===== config.mk =====
export PLATFORM = sky130hd
export DESIGN_NAME = skid_buffer
export DESIGN_NICKNAME = d
export VERILOG_FILES = /design/src/rtl/pipe_pkg.sv /design/src/rtl/skid_buffer.sv
export SDC_FILE = /design/constraint.sdc
export NUM_CORES = 1
export LEC_CHECK = 0
export ABC_AREA = 1
export ABC_CLOCK_PERIOD_IN_PS = 1500
export CORE_MARGIN = 5
export CORE_UTILIZATION = 51
export CTS_BUF_LIST = sky130_fd_sc_hd__clkbuf_16
export CTS_CLUSTER_SIZE = 25
export DETAILED_ROUTE_END_ITERATION = 8
export GPL_ROUTABILITY_DRIVEN = 0
export PLACE_DENSITY = 0.79
export SLEW_MARGIN = 25
export SYNTH_ARGS = -nofsm -noshare
export SYNTH_HDL_FRONTEND = slang
export SYNTH_SLANG_ARGS = --single-unit

===== constraint.sdc =====
create_clock -name clk -period 1.5 [get_ports clk]
set_input_delay 0.45 -clock clk [delete_from_list [all_inputs] [get_ports clk]]
set_output_delay 0.45 -clock clk [all_outputs]
set_load 0.03 [all_outputs]

===== src/rtl/pipe_pkg.sv =====
// Shared pipeline-stage constants: FSM state encodings and occupancy width.
// Reused by every valid/ready stage in the datapath.
package pipe_pkg;

    localparam int PIPE_STATE_W = 2;
    localparam int PIPE_LEVEL_W = 2;

    typedef logic [PIPE_STATE_W-1:0] pipe_state_t;
    typedef logic [PIPE_LEVEL_W-1:0] pipe_level_t;

    localparam pipe_state_t PIPE_EMPTY = 2'b00;
    localparam pipe_state_t PIPE_BUSY  = 2'b01;
    localparam pipe_state_t PIPE_FULL  = 2'b10;

    // Occupancy implied by a state; unused encodings read as empty.
    function automatic pipe_level_t pipe_level(input pipe_state_t s);
        pipe_level_t lv;
        lv = 2'd0;
        case (s)
            PIPE_BUSY: lv = 2'd1;
            PIPE_FULL: lv = 2'd2;
            default:   lv = 2'd0;
        endcase
        return lv;
    endfunction

endpackage


===== src/rtl/skid_buffer.sv =====
// Two-entry registered valid/ready stage ahead of the bitwise inverter.
// Every output is a flop, so no input reaches an output combinationally.
module skid_buffer
    import pipe_pkg::*;
#(
    parameter int DATA_WIDTH = 32
) (
    input  logic                    clk,
    input  logic                    rst_n,
    input  logic                    s_valid,
    output logic                    s_ready,
    input  logic [DATA_WIDTH-1:0]   s_data,
    output logic                    m_valid,
    input  logic                    m_ready,
    output logic [DATA_WIDTH-1:0]   m_data,
    output logic [PIPE_LEVEL_W-1:0] level
);

    pipe_state_t           state;
    pipe_state_t           state_next;
    logic [DATA_WIDTH-1:0] skid;
    logic                  in_xfer;
    logic                  out_xfer;
    logic                  load_head;
    logic                  load_skid;
    logic                  pop_skid;
    logic                  m_valid_d;
    logic                  s_ready_d;
    pipe_level_t           level_d;

    assign in_xfer  = s_valid & s_ready;
    assign out_xfer = m_valid & m_ready;

    always_ff @(posedge clk or negedge rst_n) begin
        if (!rst_n) begin
            state <= PIPE_EMPTY;
        end else begin
            state <= state_next;
        end
    end

    always_comb begin
        state_next = state;
        load_head  = 1'b0;
        load_skid  = 1'b0;
        pop_skid   = 1'b0;
        case (state)
            PIPE_EMPTY: begin
                if (in_xfer) begin
                    load_head  = 1'b1;
                    state_next = PIPE_BUSY;
                end
            end
            PIPE_BUSY: begin
                if (in_xfer && out_xfer) begin
                    load_head = 1'b1;
                end else if (in_xfer) begin
                    load_skid  = 1'b1;
                    state_next = PIPE_FULL;
                end else if (out_xfer) begin
                    state_next = PIPE_EMPTY;
                end
            end
            PIPE_FULL: begin
                // s_ready is low here, so only the skid word can move.
                if (out_xfer) begin
                    pop_skid   = 1'b1;
                    state_next = PIPE_BUSY;
                end
            end
            default: begin
                state_next = PIPE_EMPTY;
            end
        endcase
    end

    // Outputs are decoded from the next state and then registered.
    always_comb begin
        m_valid_d = 1'b0;
        s_ready_d = 1'b1;
        level_d   = pipe_level(state_next);
        case (state_next)
            PIPE_BUSY: begin
                m_valid_d = 1'b1;
                s_ready_d = 1'b1;
            end
            PIPE_FULL: begin
                m_valid_d = 1'b1;
                s_ready_d = 1'b0;
            end
            default: begin
                m_valid_d = 1'b0;
                s_ready_d = 1'b1;
            end
        endcase
    end

    always_ff @(posedge clk or negedge rst_n) begin
        if (!rst_n) begin
            m_valid <= 1'b0;
            s_ready <= 1'b0;
            level   <= '0;
        end else begin
            m_valid <= m_valid_d;
            s_ready <= s_ready_d;
            level   <= level_d;
        end
    end

    always_ff @(posedge clk or negedge rst_n) begin
        if (!rst_n) begin
            m_data <= '0;
        end else if (load_head) begin
            m_data <= s_data;
        end else if (pop_skid) begin
            m_data <= skid;
        end
    end

    always_ff @(posedge clk or negedge rst_n) begin
        if (!rst_n) begin
            skid <= '0;
        end else if (load_skid) begin
            skid <= s_data;
        end
    end

endmodule


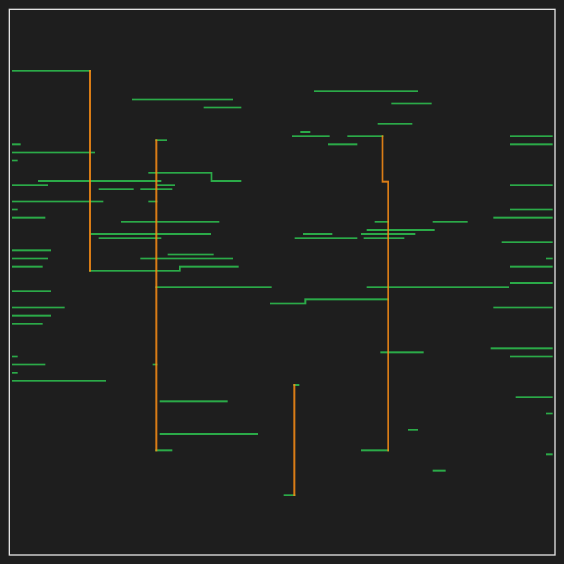
metal_stack.png
Drawn at 6 px/um. Only two layers are drawn.
met3 -> green  # wire length 587 um
met4 -> orange  # wire length 157 um

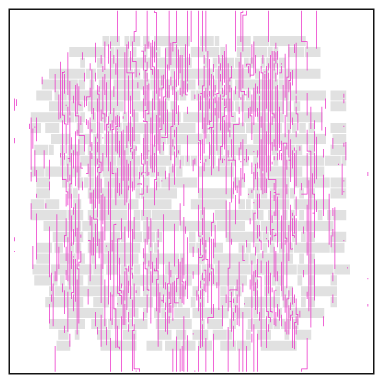
met2.png
Drawn at 4 px/um.
longest straight run = 44.0 um
main direction = vertical
share of all routed wire = 51%
wire length on this layer = 4490 um
vias: 3068
wire length after detailed routing: 8.84 mm
met2 Use GR: 34.1%

==> run notes <==
run results: outcome complete, no violations, Multi-In Gates 273, # clk buffers 9, Synth Area in Compound Gates 4.82%, Max Cap Viol 0, post-route clock period utilization 99.3%, overall routing resource usage 21.0%, die width 90.7 um, detailed-route DRC error count 0, worst r2r src state[0], CP Depth 1, Leak 2.41 nW, dominant kind of cell flip-flops and latches, sequential cell area share 37.7%, CP max FO 2, post-synth top area cell dfrtp_1, Synth logic family simple AND/OR/NAND/NOR gates, met3 routed WL 587 um, Slew @ Worst Pin 0.353 ns, Top Consumer combinational cells, min-delay src skid[13], delay-heaviest family, CP flip-flops, antenna cells 0, DP HPWL 5.33 mm, met3 usage 4.33%, nets 526, initial antenna violation count 0, most frequent cells in the layout nand2_1 (130), nand3_1 (97), dfrtp_1 (68), number of enable flip-flop cells 0, Inverters excl. clock 38, highest metal used met4, Post-DRT Antenna Nets 0, CP arrival 1.04 ns, Syn. warnings 0, wl on met1 3.60 mm, final critical-path required period 1.49 ns, Worst Hold End skid[13], drt pass-1 iters 5, Switching Power 4.56 mW, number of synthesized register bits 70, Well Taps 77, Cells after Synth 410, initial drt markers 266, Final Hold Viols 0, setup TNS 0 ns, sequential share of power 30.9%, Mean Syn Cell Area 8.11 sq um, biggest area cells dfrtp_1 (53%), nand2_1 (15%), nand3_1 (15%), o21ai_1 (4.5%), inv_1 (4.2%), die height 90.7 um, Cell Area, Synth 3320 sq um, Skew-Pair Late Insertion Delay 0.33 ns, CTS root buffer clkbuf_16, Commonest cells post-synth nand2_1 (136), nand3_1 (99), dfrtp_1 (70), inv_1 (37), o21ai_1 (30), CTS tree built, CP Capture Type output port, Max-slew headroom 76.5%, RSZ-0062 raised after global routing yes, NonClk Buf Share 22.8%, Reg2Reg Setup Slack 0.14 ns, area fraction in mux cells 0%, multi-input logic portion of the cell area 27.6%, first-pass GRT wire length 14.2 mm, register area 1750 sq um, WHS 0.492 ns, data required time of the critical path 1.05 ns, post-synthesis async set-or-reset flop share 100%, DP Area 4140 sq um, Synth Seq Share 52.7%, combinational cell power 5.31 mW, fa+ha+maj area frac 1.13%, post-CTS setup buffers 0, CTS hold repair buffers 1, I/O Buffers 71, sequential power 3.38 mW, IO Pins 72, share of cells above drive strength 1 17.7%, Finished Cell Area 4650 sq um, CTS max path bufs 2, gr busiest metal met2, CTS resizes 79, logic area 1280 sq um, worst vdd ir 0.00142 V, Final setup violation count 0, Final clock-cell share 6.75%, yosys stat area 3320 sq um, Fmax 671 MHz, worst r2r dst m_valid
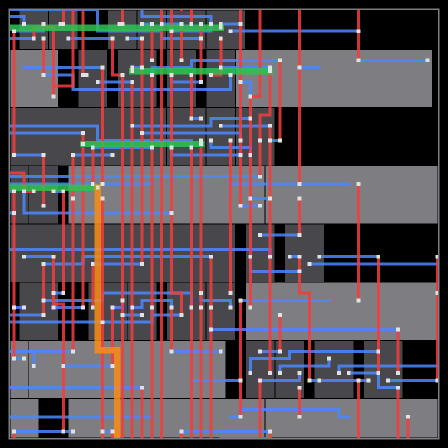
zoom.png
Region (58, 58) to (78, 78) um. Cells in gray, sequential cells in the stronger gray; small squares are vias.
met1 -> blue
met2 -> red
met3 -> green
met4 -> orange
most frequent = nand2_1 (12), nand3_1 (10), dfrtp_1 (7)
netlist names of flops here include = `m_data` (4), `skid` (3)
sequential cells in the window = 7
cells with their middle in the window = 35

Power figures rest on the tool's default switching activity, not on a simulated workload.
